==> config.mk <==
export PLATFORM = sky130hd
export DESIGN_NAME = ram_param
export DESIGN_NICKNAME = d
export VERILOG_FILES = /design/src/rtl/ram_param.sv
export SDC_FILE = /design/constraint.sdc
export NUM_CORES = 1
export LEC_CHECK = 0
export ABC_AREA = 1
export CAP_MARGIN = 20
export CORE_MARGIN = 4
export CORE_UTILIZATION = 49
export DETAILED_ROUTE_END_ITERATION = 8
export GPL_TIMING_DRIVEN = 0
export MAX_ROUTING_LAYER = met4
export PLACE_DENSITY_LB_ADDON = 0.25
export SLEW_MARGIN = 15
export SYNTH_ARGS = -nofsm -noshare
export SYNTH_HDL_FRONTEND = slang
export SYNTH_SLANG_ARGS = --single-unit
==> constraint.sdc <==
create_clock -name clock -period 1.6 [get_ports clock]
set_input_delay 0.32 -clock clock [delete_from_list [all_inputs] [get_ports clock]]
set_output_delay 0.32 -clock clock [all_outputs]
set_load 0.03 [all_outputs]
### Wire density map

The die is cut into 14 by 14 equal tiles; dark blue is low, red is high, scaled to the fullest tile. Values are wire area over tile area, all layers added.
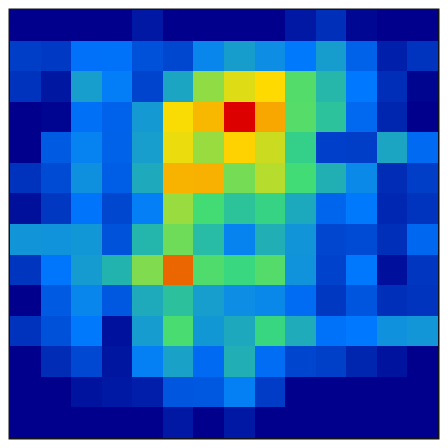
- nearly empty tiles: 19%
- tiles over half the peak: 13%
- fullest tile: 0.51
- mean over tiles: 0.12
- densest ninth of the die: center
total track usage: 16.7%
final wirelength: 3920 µm

### Clock wires, drivers and flops

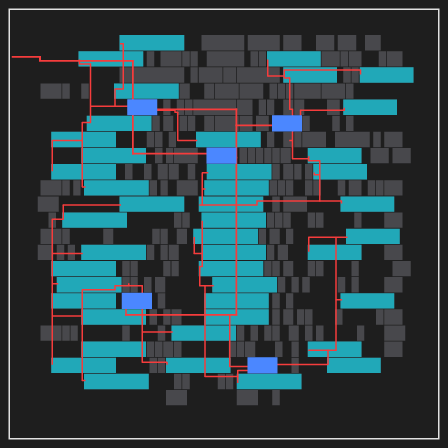
- cyan: flip-flops (count 44)
- red: clock wires (length 497 µm)
- blue: clock drivers (count 5)
- flops lie: spread over the die
- routed clock nets: 6
clock-net power: 0.817 mW
Clk network pwr share: 19.6%
clk_lat worst skew: 0.29 ns
Clock Skew: 0.00679 ns

### Placement view

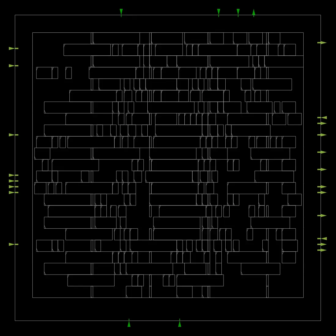
fillers: 346
Placeable Area: 4000 µm²

### Where the registers sit

Scale bar: 20 µm.
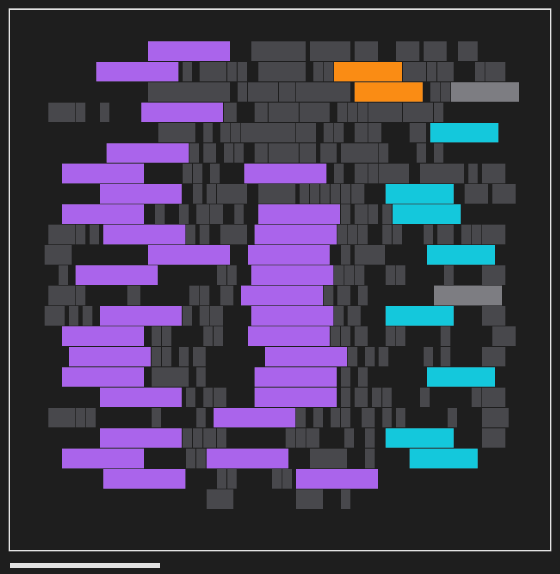
- orange: `cnt_q` (placed flops 2)
- cyan: `data_out` (placed flops 8)
- purple: `mem_q` (placed flops 32)
Sequential cell area: 1260 µm²
Seq/total area: 49.8%
sequential power: 1.85 mW
Post-Route Utilization: 63.3%

==> reports/metrics.cfg <==
[status]
outcome = finished, final reports clean

[grt]
grt_use_met3_pct = 5.12
busiest_layer = met2

[final_layout]
comb-cell-share_pct = 23.0
seq_cell_count = 44
area_delta_synth_final_pct = 25.5
fin_area_um2 = 2530
n_clock_buffer = 6

[clock_tree]
clkSinkCount = 44
cts_tree = yes
h-tree-depth = 2

[power]
p_per_area_nw_per_um2 = 1650

[route]
wl_met1_um = 1650
via_count = 1398
final_antenna_net_count = 0

[synthesis]
yosysTopAreaCellShare_pct = 47.6
ys_area_um2 = 2020
ys_cells = 218

[worst_setup_path]
cp.depth = 6
r2r_slack_ns = 0.06
crit_slowest_cell = dfrtp_1
worstPathBufferInverterCount = 1

[sta]
worst_slew_pin_slew_ns = 0.528
finalSetupTns_ns = 0
fin_crit_sh_pct = 96.2

[floorplanning]
fp-utilization_pct = 50.4

[placement]
numPlacedInstances = 290

Power is estimated from default activity; no workload was simulated.
